### src/rtl/ppl_ctrl_pkg.sv
// ============================================================================
// Module   : ppl_ctrl_pkg
// Brief    : State encodings, default geometry and width helpers for ppl_ctrl.
// Revision : 1.0 - initial release
// ============================================================================
`default_nettype none

package ppl_ctrl_pkg;

    localparam logic [1:0] PPL_RUN   = 2'd0;
    localparam logic [1:0] PPL_FLUSH = 2'd1;
    localparam logic [1:0] PPL_DRAIN = 2'd2;
    localparam logic [1:0] PPL_HALT  = 2'd3;

    localparam int PPL_STAGES_DEF   = 4;
    localparam int PPL_EX_STAGE_DEF = 3;

    // Width of one packed req_stage field.
    function automatic int ppl_sw(input int stages);
        return (stages > 1) ? $clog2(stages) : 1;
    endfunction

    // Counter must hold both FLUSH_LEN-1 and STAGES-2 without wrapping.
    function automatic int ppl_cw(input int flen, input int stages);
        int m;
        m = (flen > stages) ? flen : stages;
        return $clog2(m) + 1;
    endfunction

endpackage

`default_nettype wire

### src/rtl/ppl_ctrl_hold_mask.sv
// ============================================================================
// Module   : ppl_hold_mask
// Brief    : Reduces per-requester stall levels to a thermometer hold mask.
// Revision : 1.0 - initial release
// ============================================================================
`default_nettype none

module ppl_hold_mask #(
    parameter int STAGES = 4,
    parameter int NREQ   = 2,
    parameter int SW     = 2
) (
    input  logic [NREQ-1:0]    hold_req,
    input  logic [NREQ*SW-1:0] req_stage,
    output logic [STAGES-1:0]  mask
);

    always_comb begin
        mask    = '0;
        mask[0] = |hold_req;
        for (int i = 1; i < STAGES; i++) begin
            for (int r = 0; r < NREQ; r++) begin
                if (hold_req[r] && (req_stage[r*SW +: SW] >= SW'(i))) begin
                    mask[i] = 1'b1;
                end
            end
        end
    end

endmodule

`default_nettype wire

### src/rtl/ppl_ctrl.sv
// ============================================================================
// Module   : ppl_ctrl
// Brief    : Per-stage hold/flush generator with jump flush, multi-requester
//            stall and JTAG drain-then-ack halt. PPL_CTRL_PERF_EN adds the
//            stall_cycles counter.
// Revision : 1.0 - initial release
// ============================================================================
`default_nettype none

module ppl_ctrl
    import ppl_ctrl_pkg::*;
#(
    parameter int STAGES    = PPL_STAGES_DEF,
    parameter int EX_STAGE  = PPL_EX_STAGE_DEF,
    parameter int NREQ      = 2,
    parameter int FLUSH_LEN = 1
) (
    input  logic                              clk,
    input  logic                              rst_n,
    input  logic                              jump_flag,
    input  logic [NREQ-1:0]                   hold_req,
    input  logic [NREQ*ppl_sw(STAGES)-1:0]    req_stage,
    input  logic                              jtag_halt_req,
    output logic                              jtag_halt_ack,
    output logic [STAGES-1:0]                 hold,
    output logic [STAGES-1:0]                 flush
`ifdef PPL_CTRL_PERF_EN
    ,
    output logic [31:0]                       stall_cycles
`endif
);

    localparam int SW = ppl_sw(STAGES);
    localparam int CW = ppl_cw(FLUSH_LEN, STAGES);

    localparam logic [CW-1:0] c_flush_reload = CW'(FLUSH_LEN - 1);
    localparam logic [CW-1:0] c_drain_last   = CW'(STAGES - 2);
    localparam logic [SW-1:0] c_ex_stage     = SW'(EX_STAGE);

    logic [1:0]        r_state;
    logic [1:0]        w_state_nxt;
    logic [CW-1:0]     r_cnt;
    logic [CW-1:0]     w_cnt_nxt;
    logic [STAGES-1:0] w_mask;
    logic [STAGES-1:0] w_jmp_flush;
    logic [STAGES-1:0] w_hold;
    logic [STAGES-1:0] w_flush;
    logic              w_any_req;
    logic              w_ex_stall;
    logic              w_jump;

    ppl_hold_mask #(
        .STAGES (STAGES),
        .NREQ   (NREQ),
        .SW     (SW)
    ) u_hold_mask (
        .hold_req  (hold_req),
        .req_stage (req_stage),
        .mask      (w_mask)
    );

    // A stall reaching the EX stage freezes the jumping instruction, so the jump waits.
    always_comb begin
        w_ex_stall = 1'b0;
        for (int r = 0; r < NREQ; r++) begin
            if (hold_req[r] && (req_stage[r*SW +: SW] >= c_ex_stage)) begin
                w_ex_stall = 1'b1;
            end
        end
    end

    assign w_any_req = |hold_req;
    assign w_jump    = jump_flag & ~w_ex_stall;

    always_comb begin
        w_jmp_flush = '0;
        for (int i = 1; i < STAGES; i++) begin
            if (i <= EX_STAGE) begin
                w_jmp_flush[i] = 1'b1;
            end
        end
    end

    always_comb begin
        w_state_nxt = r_state;
        w_cnt_nxt   = r_cnt;
        w_hold      = w_mask;
        w_flush     = '0;

        case (r_state)
            PPL_RUN: begin
                if (w_jump) begin
                    w_flush   = w_jmp_flush;
                    w_hold[0] = 1'b0;
                    if (FLUSH_LEN > 1) begin
                        w_state_nxt = PPL_FLUSH;
                        w_cnt_nxt   = c_flush_reload;
                    end
                end else if (jtag_halt_req && !jump_flag && !w_any_req) begin
                    w_state_nxt = PPL_DRAIN;
                    w_cnt_nxt   = '0;
                end
            end

            PPL_FLUSH: begin
                w_flush   = w_jmp_flush;
                w_hold[0] = 1'b0;
                if (w_jump) begin
                    w_cnt_nxt = c_flush_reload;
                end else if (r_cnt <= CW'(1)) begin
                    w_state_nxt = PPL_RUN;
                    w_cnt_nxt   = '0;
                end else begin
                    w_cnt_nxt = r_cnt - CW'(1);
                end
            end

            PPL_DRAIN: begin
                if (!jtag_halt_req) begin
                    // Abandoned halt behaves like an ordinary RUN cycle.
                    w_state_nxt = PPL_RUN;
                    w_cnt_nxt   = '0;
                    if (w_jump) begin
                        w_flush   = w_jmp_flush;
                        w_hold[0] = 1'b0;
                        if (FLUSH_LEN > 1) begin
                            w_state_nxt = PPL_FLUSH;
                            w_cnt_nxt   = c_flush_reload;
                        end
                    end
                end else if (w_jump) begin
                    w_flush   = w_jmp_flush;
                    w_hold[0] = 1'b0;
                    w_cnt_nxt = '0;
                end else begin
                    w_hold[0]  = 1'b1;
                    w_flush[1] = 1'b1;
                    if (!w_any_req) begin
                        if (r_cnt >= c_drain_last) begin
                            w_state_nxt = PPL_HALT;
                        end else begin
                            w_cnt_nxt = r_cnt + CW'(1);
                        end
                    end
                end
            end

            default: begin
                w_hold = '1;
                if (!jtag_halt_req) begin
                    w_state_nxt = PPL_RUN;
                    w_cnt_nxt   = '0;
                end
            end
        endcase

        w_hold = w_hold & ~w_flush;
    end

    always_ff @(posedge clk or negedge rst_n) begin
        if (!rst_n) begin
            r_state <= PPL_RUN;
            r_cnt   <= '0;
        end else begin
            r_state <= w_state_nxt;
            r_cnt   <= w_cnt_nxt;
        end
    end

    // Outputs are forced low for the whole reset window, not just the state.
    assign hold          = rst_n ? w_hold  : '0;
    assign flush         = rst_n ? w_flush : '0;
    assign jtag_halt_ack = (r_state == PPL_HALT);

`ifdef PPL_CTRL_PERF_EN
    logic [31:0] r_stall_cycles;

    always_ff @(posedge clk or negedge rst_n) begin
        if (!rst_n) begin
            r_stall_cycles <= '0;
        end else if ((r_state != PPL_HALT) && (w_hold[0] || (|w_flush))) begin
            r_stall_cycles <= r_stall_cycles + 32'd1;
        end
    end

    assign stall_cycles = r_stall_cycles;
`endif

endmodule

`default_nettype wire

### config.mk
export PLATFORM = sky130hd
export DESIGN_NAME = ppl_ctrl
export DESIGN_NICKNAME = d
export VERILOG_FILES = /design/src/rtl/ppl_ctrl_pkg.sv /design/src/rtl/ppl_ctrl_hold_mask.sv /design/src/rtl/ppl_ctrl.sv
export SDC_FILE = /design/constraint.sdc
export NUM_CORES = 1
export LEC_CHECK = 0
export ABC_AREA = 1
export ABC_CLOCK_PERIOD_IN_PS = 1900
export CELL_PAD_IN_SITES_DETAIL_PLACEMENT = 0
export CELL_PAD_IN_SITES_GLOBAL_PLACEMENT = 1
export CORE_MARGIN = 1
export CORE_UTILIZATION = 34
export CTS_BUF_LIST = sky130_fd_sc_hd__clkbuf_8
export DETAILED_ROUTE_END_ITERATION = 16
export PLACE_DENSITY_LB_ADDON = 0.1
export REMOVE_ABC_BUFFERS = 1
export SLEW_MARGIN = 20
export SYNTH_ARGS = -nofsm -noshare
export SYNTH_HDL_FRONTEND = slang
export SYNTH_SLANG_ARGS = --single-unit
### constraint.sdc
create_clock -name clk -period 1.9 [get_ports clk]
set_clock_uncertainty 0.1 [all_clocks]
set_input_delay 0.38 -clock clk [delete_from_list [all_inputs] [get_ports clk]]
set_output_delay 0.38 -clock clk [all_outputs]
set_load 0.01 [all_outputs]
**PDN straps and rails**

Scale bar: 10 um. Pins as bars on the die edge. Tap cells in gray.
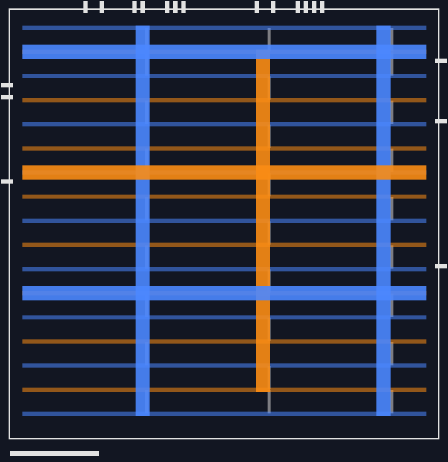
Key: orange = VDD; blue = VSS
27 tap cells. 3 straps on met5. 3 straps on met4. The core has 16 rows. 19 signal pins sit on the boundary.

**Cells colored by class**

Scale bar: 10 um.
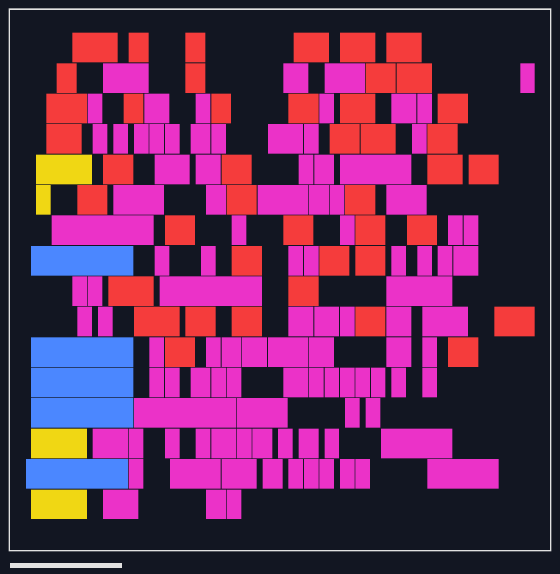
Key: magenta = remaining logic cells [cells 104, share of their area 56%]; yellow = clock drivers and dummy loads [cells 4, share of their area 3.9%]; red = remaining buffers and delay cells [cells 43, share of their area 29%]; blue = sequential cells [cells 5, share of their area 11%]

**Clock network drawn from the DEF**

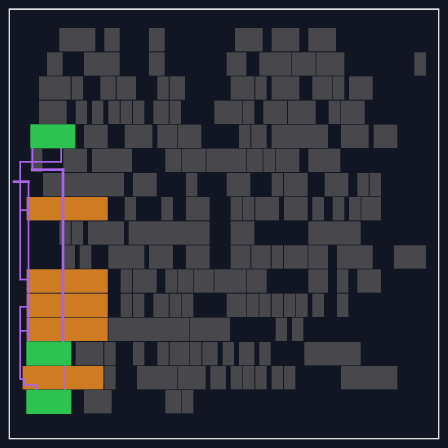
Key: green = clock-net drivers [count 3]; purple = clock wires [length 100 um]; orange = flip-flops [count 5]
There are 4 routed clock nets.

**Signal wires by layer**

Scale bar: 10 um. Two of the layers only.
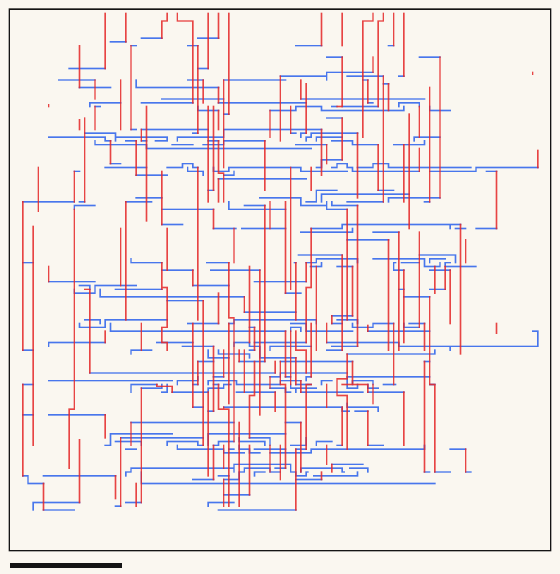
Key: blue = M1 [wire length 913 um]; red = M2 [wire length 860 um]

==> results.json <==
{
  "synth_cells": 112,
  "nClkBuffers": 3,
  "dp_hpwl_um": 1440,
  "synth.avg_cell_area_sq_um": 6.49,
  "final_cell_area_sq_mm": 0.00118,
  "p_seq_share_pct": 12.7,
  "p_int_uw": 703,
  "dpl_worst_slack_ns": -0.579,
  "pin_count": 19,
  "post_cts_resized": 44,
  "cts_sinks": 5,
  "avgViaCountPerCell": 4.38,
  "top_area_share_pct": 18.6,
  "hold_class": "input pin to asynchronous set/reset pin",
  "n_fill_cell": 199,
  "drt-total-wl_um": 1820,
  "grt_usage_pct": 18.9,
  "largest_reg_flops": 3,
  "period_needed_ns": 1.98,
  "crit_fanout": 3,
  "buffers": 43,
  "tns_ns": -0.207,
  "floorplan.core_util_pct": 36.7,
  "finalCritPeriodShare_pct": 104,
  "fin_util_pct": 59.8,
  "combPwrFrac_pct": 72.2,
  "nonClkBufAreaFrac_pct": 28.2,
  "grt_pass1_wl_um": 2960,
  "clk_pin_slew_ns": 0.03,
  "rows": 16,
  "topCellsByArea": "nand2_1, dfrtp_1, ha_1",
  "ir_drop_uv": 660,
  "path_cells": "buf_4, ha_4, inv_1, nand2_2, inv_2, o211ai_2, a21oi_1, buf_2",
  "area_growth_pct": 63.0,
  "antenna_cells": 0,
  "drive_above_1_share_pct": 42.9,
  "grt_pass1_vias": 702,
  "inverters": 16,
  "comb_cell_power_uw": 903,
  "synthSimpleGateAreaFrac_pct": 48.5,
  "status": "complete, but fails checks",
  "top_cell": "nand2_1",
  "setup_ws_ns": -0.0756,
  "power.density_mw_per_mm2": 1060,
  "insertion_delay_ns": 0.22,
  "cp.required_ns": 1.42,
  "synth_warnings": 0,
  "setup_viol": 3,
  "taps": 27,
  "h-tree-depth": 1,
  "reg2regPathDepth": 12,
  "synth-main-ff-cell": "dfrtp_1",
  "ys_async_sr_fraction_pct": 100,
  "hold_buffers": 0,
  "ant_nets": 0,
  "core_sq_mm": 0.00198,
  "wl_per_cell_um": 9.93,
  "dp.cells": 175,
  "grt_max_degree": 11,
  "rsz0062_at_grt": "true",
  "violations": "setup timing",
  "met2_usage_pct": 25.9,
  "power.switching_uw": 547,
  "cp_slowest_cell": "dfrtp_1",
  "fmax_mhz": 506,
  "hold_violations": 0,
  "comb-cell-share_pct": 49.3,
  "warnings": 31,
  "met3_usage_pct": 2.22,
  "postCtsSetupBuffers": 4,
  "p_leak_uw": 0.000646,
  "logic_area_sq_um": 584,
  "crit_family": "buffers and inverters",
  "p_seq_uw": 158,
  "netlist_area_sq_um": 727,
  "nets": 173,
  "max_cap_violations": 0,
  "wl_met2_um": 859,
  "ys_cells": 112,
  "root_buffer": "clkbuf_8",
  "drc": 0,
  "grt_overflow": 0,
  "crit_start": "r_state[1]",
  "postSynthSeqShare_pct": 17.2,
  "drtIter0Drc": 9,
  "regMostFlops": "r_cnt",
  "r2r-end": "r_state[0]"
}
